## config.mk

```make
export PLATFORM = sky130hd
export DESIGN_NAME = tmds_channel_decoder
export DESIGN_NICKNAME = d
export VERILOG_FILES = /design/src/rtl/dvi_pkg.sv /design/src/rtl/tmds_symbol_decode.sv /design/src/rtl/tmds_channel_decoder.sv
export SDC_FILE = /design/constraint.sdc
export NUM_CORES = 1
export LEC_CHECK = 0
export ABC_AREA = 0
export CAP_MARGIN = 10
export CORE_MARGIN = 8
export CORE_UTILIZATION = 55
export CTS_BUF_LIST = sky130_fd_sc_hd__clkbuf_16
export DETAILED_ROUTE_END_ITERATION = 8
export PLACE_DENSITY_LB_ADDON = 0.3
export SLEW_MARGIN = 5
export SYNTH_ARGS = -nofsm -noshare
export SYNTH_HDL_FRONTEND = slang
export SYNTH_HIERARCHICAL = 1
export SYNTH_SLANG_ARGS = --single-unit
```

## constraint.sdc

```tcl
create_clock -name pixclk -period 6.75 [get_ports pixclk]
set_input_delay 1.0125 -clock pixclk [delete_from_list [all_inputs] [get_ports pixclk]]
set_output_delay 1.0125 -clock pixclk [all_outputs]
set_load 0.02 [all_outputs]
```

## src/rtl/dvi_pkg.sv

```systemverilog
// rtl/dvi_pkg.sv - DVI control tokens and lane-decoder state encoding
package dvi_pkg;

    localparam logic [9:0] CTL_00 = 10'b1101010100;
    localparam logic [9:0] CTL_01 = 10'b0010101011;
    localparam logic [9:0] CTL_10 = 10'b0101010100;
    localparam logic [9:0] CTL_11 = 10'b1010101011;

    localparam logic [1:0] ST_SEARCH = 2'd0;
    localparam logic [1:0] ST_VERIFY = 2'd1;
    localparam logic [1:0] ST_LOCKED = 2'd2;

endpackage

```

## src/rtl/tmds_symbol_decode.sv

```systemverilog
// rtl/tmds_symbol_decode.sv - combinational 10b TMDS symbol to token/control/byte decoder
module tmds_symbol_decode
    import dvi_pkg::*;
(
    input  logic [9:0] q,
    output logic       is_token,
    output logic [1:0] c,
    output logic [7:0] data
);

    logic [7:0] d;

    assign d = q[9] ? ~q[7:0] : q[7:0];

    always_comb begin
        is_token = 1'b1;
        c        = 2'b00;
        case (q)
            CTL_00:  c = 2'b00;
            CTL_01:  c = 2'b01;
            CTL_10:  c = 2'b10;
            CTL_11:  c = 2'b11;
            default: is_token = 1'b0;
        endcase
    end

    // q[8] selects whether the transmitter chained bits with XOR or XNOR
    always_comb begin
        data    = 8'd0;
        data[0] = d[0];
        for (int i = 1; i < 8; i++) begin
            data[i] = q[8] ? (d[i] ^ d[i-1]) : ~(d[i] ^ d[i-1]);
        end
    end

endmodule

```

## src/rtl/tmds_channel_decoder.sv

```systemverilog
// rtl/tmds_channel_decoder.sv - TMDS lane word alignment, lock tracking and decode
module tmds_channel_decoder
    import dvi_pkg::*;
#(
    parameter int SEARCH_WINDOW = 1024,
    parameter int LOCK_TOKENS   = 32
) (
    input  logic       pixclk,
    input  logic       rst,
    input  logic [9:0] raw_word,
    output logic [7:0] data,
    output logic [1:0] c,
    output logic       de,
    output logic       valid,
    output logic       locked,
    output logic [3:0] offset
);

    localparam int TW = $clog2(SEARCH_WINDOW);
    localparam int CW = $clog2(LOCK_TOKENS + 1);
    localparam logic [TW-1:0] T_LAST = TW'(SEARCH_WINDOW - 1);
    localparam logic [CW-1:0] L_TOK  = CW'(LOCK_TOKENS);

    logic [9:0]    prev_raw_q, prev_raw_d;
    logic [9:0]    aligned_q, aligned_d;
    logic [3:0]    aligned_off_q, aligned_off_d;
    logic [1:0]    state_q, state_d;
    logic [3:0]    offset_q, offset_d;
    logic [TW-1:0] timer_q, timer_d;
    logic [CW-1:0] tok_cnt_q, tok_cnt_d;
    logic [7:0]    data_q, data_d;
    logic [1:0]    c_q, c_d;
    logic          de_q, de_d;
    logic          valid_q, valid_d;

    logic [19:0] cat;
    logic [3:0]  offset_adv;
    logic        holdoff, tok_seen, expire;
    logic        sym_is_token;
    logic [1:0]  sym_c;
    logic [7:0]  sym_data;

    tmds_symbol_decode u_sym (
        .q        (aligned_q),
        .is_token (sym_is_token),
        .c        (sym_c),
        .data     (sym_data)
    );

    assign cat        = {raw_word, prev_raw_q};
    assign offset_adv = (offset_q == 4'd9) ? 4'd0 : offset_q + 4'd1;
    // stage-2 word still carries the previous offset right after a change
    assign holdoff    = (aligned_off_q != offset_q);
    assign tok_seen   = sym_is_token && !holdoff;
    assign expire     = !holdoff && (timer_q == T_LAST);

    always_comb begin
        prev_raw_d    = raw_word;
        aligned_d     = cat[offset_q +: 10];
        aligned_off_d = offset_q;
        state_d       = state_q;
        offset_d      = offset_q;
        timer_d       = holdoff ? timer_q : timer_q + TW'(1);
        tok_cnt_d     = tok_cnt_q;

        case (state_q)
            ST_SEARCH: begin
                if (tok_seen) begin
                    state_d   = (LOCK_TOKENS <= 1) ? ST_LOCKED : ST_VERIFY;
                    tok_cnt_d = CW'(1);
                    timer_d   = '0;
                end else if (expire) begin
                    offset_d = offset_adv;
                    timer_d  = '0;
                end
            end
            ST_VERIFY: begin
                if (tok_seen) begin
                    tok_cnt_d = tok_cnt_q + CW'(1);
                    timer_d   = '0;
                    if (tok_cnt_q + CW'(1) >= L_TOK) begin
                        state_d = ST_LOCKED;
                    end
                end else if (expire) begin
                    state_d   = ST_SEARCH;
                    offset_d  = offset_adv;
                    tok_cnt_d = '0;
                    timer_d   = '0;
                end
            end
            ST_LOCKED: begin
                if (tok_seen) begin
                    timer_d = '0;
                end else if (expire) begin
                    state_d   = ST_SEARCH;
                    tok_cnt_d = '0;
                    timer_d   = '0;
                end
            end
            default: begin
                state_d   = ST_SEARCH;
                tok_cnt_d = '0;
                timer_d   = '0;
            end
        endcase
    end

    always_comb begin
        data_d  = 8'd0;
        c_d     = 2'b00;
        de_d    = 1'b0;
        valid_d = 1'b0;
        if (state_d == ST_LOCKED) begin
            valid_d = 1'b1;
            if (sym_is_token) begin
                c_d = sym_c;
            end else begin
                de_d   = 1'b1;
                data_d = sym_data;
                c_d    = c_q;
            end
        end
    end

    always_ff @(posedge pixclk) begin
        if (rst) begin
            prev_raw_q    <= '0;
            aligned_q     <= '0;
            aligned_off_q <= '0;
            state_q       <= ST_SEARCH;
            offset_q      <= '0;
            timer_q       <= '0;
            tok_cnt_q     <= '0;
            data_q        <= '0;
            c_q           <= '0;
            de_q          <= 1'b0;
            valid_q       <= 1'b0;
        end else begin
            prev_raw_q    <= prev_raw_d;
            aligned_q     <= aligned_d;
            aligned_off_q <= aligned_off_d;
            state_q       <= state_d;
            offset_q      <= offset_d;
            timer_q       <= timer_d;
            tok_cnt_q     <= tok_cnt_d;
            data_q        <= data_d;
            c_q           <= c_d;
            de_q          <= de_d;
            valid_q       <= valid_d;
        end
    end

    assign data   = data_q;
    assign c      = c_q;
    assign de     = de_q;
    assign valid  = valid_q;
    assign locked = (state_q == ST_LOCKED);
    assign offset = offset_q;

endmodule

```

Run 1, metal layers overlaid:
Drawn at 4 px/um.
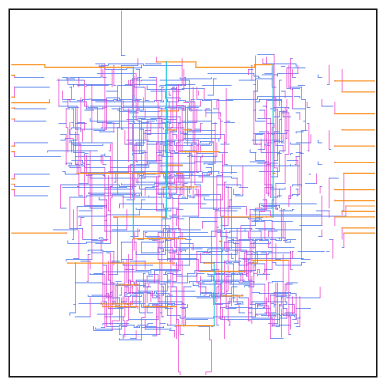
legend:
  blue:
    layer: metal 1
    wire_length: 2930 um
  cyan:
    layer: metal 4
    wire_length: 155 um
  magenta:
    layer: metal 2
    wire_length: 2710 um
  orange:
    layer: metal 3
    wire_length: 407 um
vias: 2438
All-Layer GR Usage: 15.7%
Routed WL: 6.20 mm
WL/cell: 14.3 um

Run 1, routing congestion:
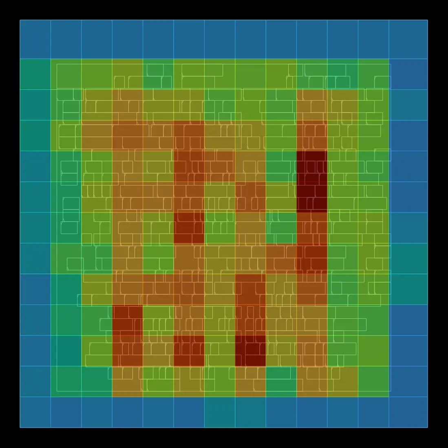
global routing usage on met2: 22.7%
GR Layer Usage met3: 5.10%

==> impl_metrics.json, run 1 <==
{
  "status": "finished, final reports clean",
  "ys_warn_count": 6,
  "fin_skew_ps": 4.94,
  "yosys-stat-area_um2": 3140,
  "synthesis.nets": 359,
  "fin_nets": 380,
  "path_cells": "clkdlybuf4s50_1",
  "area_delta_synth_final_pct": 19.2,
  "grt_max_degree": 39,
  "rows": 27,
  "hold_buffers": 0,
  "synth_cells": 337,
  "die_h_um": 91.5,
  "synth-edff-count": 0,
  "avgSynthCellArea_um2": 9.30,
  "cp_data_required_time_ps": 5740,
  "warning_count": 30,
  "place_inst": 419,
  "dieWidth_um": 91.5,
  "crit_type": "reg2out",
  "maxCapViolations": 0,
  "final.min_clock_period_ps": 3050,
  "antenna_cells": 0,
  "period_used_pct": 45.2,
  "hold_viol_final": 0,
  "critPathBufInv": 1,
  "grt_pass1_wl_mm": 10.6,
  "min_path_type": "reg2reg",
  "setup_tns_ps": 0,
  "synth_seq_share_pct": 37.0,
  "first_pass_iters": 4,
  "most-common-layout-cells": "dfxtp_1, nor2_1, clkdlybuf4s50_1, nor2b_1, xnor2_1",
  "finalNonFillerCells": 435,
  "reg2reg_slack_ps": 3970,
  "route.detailed.drc": 0,
  "synthAdderAreaFrac_pct": 3.99,
  "tightest_slew_ps": 966,
  "synth.comb.largest_family": "simple AND/OR/NAND/NOR gates",
  "floorplan.core_util_pct": 56.9,
  "mux_share_pct": 15.2,
  "clock_sinks": 58,
  "drive_gt1_share_pct": 11.0,
  "synth_cell_types": 47,
  "die-area_um2": 8370
}
Run 1, wires at chosen ports, followed through buffers:
Drawn at 4 px/um.
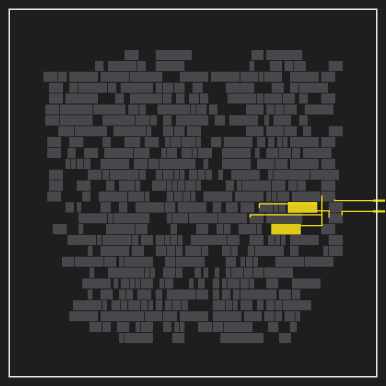
legend:
  yellow:
    port: `c`
    bits: 2
    direction: output
    edge: right
    end_cells: 2
    wire: 70.8 um
IO Count: 29
I/O Buffers: 28

Run 1, where the registers sit:
Drawn at 3 px/um. Other sequential cells in the stronger gray, the rest of the logic in the fainter gray.
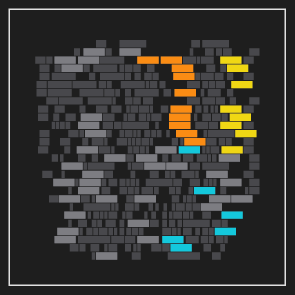
legend:
  yellow:
    signal: `data`
    sequential_cells: 8
  orange:
    signal: `aligned_q`
    sequential_cells: 10
  cyan:
    signal: `tok_cnt_q`
    sequential_cells: 6
not colored: 34

## run 1: registers in the layout (all words and copies together) (netlist names)
name           cells
valid              1
de                 1
aligned_q         10
offset             4
timer_q           10
prev_raw_q        10
c                  2
state_q            2
data               8
aligned_off_q      4
tok_cnt_q          6
## run 1: cell families (layout without fill, tap and decap cells)
logic type / count (synthesis) / in the layout
compound gates: 46 / 46
simple gates: 130 / 130
flops: 58 / 58
mux: 32 / 32
fa+ha+maj: 10 / 10
buf+inv: 35 / 61
xor+xnor: 26 / 26
## run 1: final timing paths
path | to | startpoint | depth (start not counted)
max | offset[0] | offset[0] | 1
min | tok_cnt_q[5] | tok_cnt_q[5] | 1
max reg2reg | tok_cnt_q[0] | offset[0] | 5
min reg2reg | tok_cnt_q[5] | tok_cnt_q[5] | 1
## run 1: area by class of cell
class / count / area, um2
clock inverters: 7 / 85.1
fillers: 416 / 1770
flip-flops and latches: 58 / 1160
multi-input cells: 244 / 1820
well taps: 72 / 90.1
repair buffers: 30 / 295
inverters: 15 / 56.3
clock buffers: 9 / 225
## run 1: metal layers
metal	vias up	part of all wire [%]	global-route usage [%]
met2	69	44	22.7
li1	1219	-	-
met4	0	2.5	8.59
met3	13	6.5	5.10
met1	1137	47	20.1
met5	-	0	0
## run 1: synthesized netlist by cell type, types with 2 or more instances
cell,number,area share [%]
a211oi_1,13,3.1
o31a_1,3,0.84
dfxtp_1,58,37
mux2i_1,14,4.5
nor3b_1,2,0.48
nor2b_1,20,4.0
clkbuf_1,8,0.96
nand2b_1,2,0.40
buf_2,9,1.4
nand4_1,5,1.0
o211ai_1,2,0.48
xor2_1,8,2.2
or3_1,3,0.60
nor3_1,10,1.6
nor4_1,2,0.40
nor2_1,32,3.8
buf_1,2,0.24
nand3b_1,3,0.72
mux2_2,5,1.8
a21oi_1,16,2.6
inv_1,14,1.7
and2_1,11,2.2
nand2_1,17,2.0
mux4_2,12,8.6
nand3_1,13,2.1
xnor2_1,18,5.0
and3_1,3,0.60
ha_1,10,4.0
o21ai_0,4,0.64
## run 1: power breakdown
| group | switching [mW] | internal (mW) |
|---|---|---|
| registers | 0.00849 | 0.352 |
| logic | 0.0244 | 0.0288 |
| clock network | 0.148 | 0.318 |
## run 1: stage by stage
stage / hold WS [ps] / util, % / worst slack, ps
final: 501 / 67.9 / 3700
after global routing: 527 / 67.9 / 3530
after CTS: 500 / 67.9 / 3660
after detailed placement: 487 / 62.2 / 3980
after global placement: 466 / 62.2 / 4020
after floorplan: 452 / - / 4540
Run 1, I/O pins on the die edge:
Drawn at 3 px/um. Pins as bars across the die edge, other pins in gray.
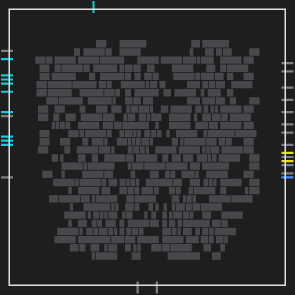

## Run 2: what changed since run 1
- clock period: 6.75 -> 2.9 ns (I/O delays scaled with it)
Run 2, I/O pins on the die edge:
Drawn at 3 px/um. Pins as bars across the die edge, other pins in gray.
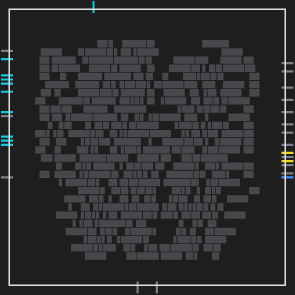
legend:
  blue:
    port: `locked`
    pins: 1
    direction: output
    edge: right
  cyan:
    port: `raw_word`
    pins: 10
    direction: input
    edge: 9 left, 1 top
  yellow:
    port: `c`
    pins: 2
    direction: output
    edge: right

Run 2, routing congestion:
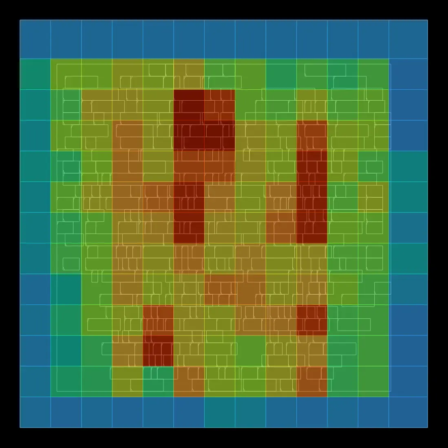
Most Crowded Layer GR: met2
met1 Resource Use GR: 21.2%
All-Layer GR Usage: 16.2%

Run 2, where the registers sit:
Drawn at 3 px/um. Other sequential cells in the stronger gray, the rest of the logic in the fainter gray.
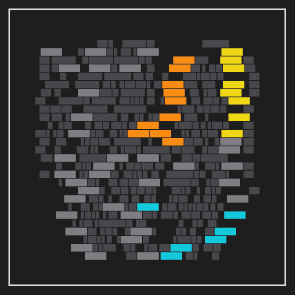
legend:
  orange:
    signal: `aligned_q`
    sequential_cells: 10
  yellow:
    signal: `data`
    sequential_cells: 8
  cyan:
    signal: `tok_cnt_q`
    sequential_cells: 6

==> run 2 against run 1 <==
Clock skew about the same. Hold slack got worse by 13 ps. Non-clock buffer count grew 4. Synthesized area did not move. Routed wire length up 4.5%. Die size is the same. Flip-flop count stayed put. Sequential power rose by 130%. Combinational power rose by 130%. Final area grew 0.13%. Power grew 120%. Register-to-register slack worse by 3500 ps. Highest routed layer unchanged.
==> impl_metrics.json, run 2 <==
{
  "period_used_pct": 84.4,
  "r2r_cells": 10,
  "avgSynthCellArea_um2": 9.30,
  "topCellsByArea": "dfxtp_1, mux4_2, xnor2_1, mux2i_1, ha_1",
  "grt_max_degree": 32,
  "maxCapViolations": 0,
  "floorplan.core_util_pct": 56.9,
  "hp-start": "timer_q[1]",
  "worstSetupStartpoint": "aligned_q[7]",
  "die_h_um": 91.5,
  "fin_nets": 384,
  "r2r_start": "aligned_q[7]",
  "common_cells": "dfxtp_1, nor2_1, nor2b_1",
  "synth-edff-count": 0,
  "warning_count": 30,
  "drive_gt1_share_pct": 12.0,
  "ys_warn_count": 6,
  "route.detailed.drc": 0,
  "dr_wl_met2_mm": 2.90,
  "ioPinCount": 29,
  "grt_pass1_wl_mm": 11.0,
  "synth_cells": 337,
  "status": "finished, final reports clean",
  "r2r_end": "tok_cnt_q[2]",
  "min_path_type": "reg2reg",
  "clock_sinks": 58,
  "synthesis.nets": 359,
  "portBuffers": 28,
  "vias": 2458,
  "worstSetupEndpoint": "tok_cnt_q[2]",
  "crit_type": "reg2reg",
  "final.min_clock_period_ps": 2450,
  "most-common-layout-cells": "dfxtp_1, nor2_1, clkdlybuf4s50_1, nor2b_1, xnor2_1",
  "yosys.area.top_type_share_pct": 37.0,
  "reg2reg_slack_ps": 450,
  "dieWidth_um": 91.5,
  "yosysMostFrequentCell": "dfxtp_1",
  "maxUsedRoutingLayer": "met4",
  "wl_met3_um": 349,
  "die-area_um2": 8370,
  "antenna_cells": 0,
  "area_delta_synth_final_pct": 19.4,
  "tightest_slew_ps": 545,
  "routed_wl_mm": 6.48,
  "holdPathStages": 2,
  "largest_area_cell": "dfxtp_1",
  "top_regs": "aligned_q x10, prev_raw_q x10, timer_q x10",
  "cp_data_required_time_ps": 3110,
  "hold_buffers": 0,
  "slew_headroom_pct": 63.3,
  "synth_cell_types": 47,
  "wire_per_inst_um": 14.8,
  "first_pass_iters": 4,
  "rows": 27,
  "fin_skew_ps": 4.75
}
[run 2: cell count changes in the layout (fill, tap and decap cells not counted)]
cell,before,now
buf_4,2,6
clkinv_2,2,3
inv_1,15,14
clkinv_1,1,2
bufinv_16,2,1
[run 2: worst min-delay path by stage]
| stage | endpoint | slack (ps) |
|---|---|---|
| floorplan | tok_cnt_q[5] | 450 |
| detailed placement | tok_cnt_q[5] | 470 |
| CTS | tok_cnt_q[5] | 490 |
| global placement | tok_cnt_q[5] | 470 |
| finish | timer_q[1] | 490 |
| global route | tok_cnt_q[5] | 500 |
[run 2: kinds of logic after synthesis]
group                    count (synthesis)  share of synthesized area, %
AND-OR/OR-AND                           46                          9.66
XOR/XNOR                                26                          7.26
adder cells (fa/ha/maj)                 10                          3.99
buffers and inverters                   35                          4.79
flip-flops                              58                          37.0
multiplexers                            32                          15.2
AND/OR/NAND/NOR                        130                          22.0
[run 2: critical path, cell delays in order, from the launching register on]
cell	delay, ps
dfxtp_1	330
inv_1	50
ha_1	160
and3_1	170
nand3_1	90
nand2_1	250
inv_1	210
a21oi_1	80
or4_4	530
and2_4	180
a211o_1	280
[run 2: power by group]
part,internal [mW],switching [mW],leakage (nW)
clock network,0.652,0.351,0.140
logic,0.0671,0.0580,0.794
registers,0.818,0.0196,0.472
[run 2: final cells by class]
type,count,area [um2]
clock buffer,9,225
clock inverter,7,60.1
fill,420,1760
inverter,15,56.3
multi-input combinational,244,1820
sequential,58,1160
tap,72,90.1
timing repair buffer,34,325
[run 2: layer usage]
metal / up-vias / GRT usage (%)
met2: 71 / 23.9
met1: 1152 / 21.2
met5: - / 0
met3: 11 / 3.62
met4: 0 / 9.14
li1: 1224 / -
[run 2: per-stage QoR]
| step | utilization (%) | setup WS [ps] | hold slack (ps) | cells |
|---|---|---|---|---|
| 6_report | 68.0 | 451 | 488 | 439 |
| 5_1_grt | 68.0 | 329 | 502 | 439 |
| 4_1_cts | 68.0 | 462 | 485 | 439 |
| 3_5_place_dp | 62.8 | 469 | 473 | 423 |
| 3_3_place_gp | 62.8 | 536 | 471 | 423 |
| 2_1_floorplan | - | 695 | 452 | 337 |
Power figures rest on the tool's default switching activity, not on a simulated workload.
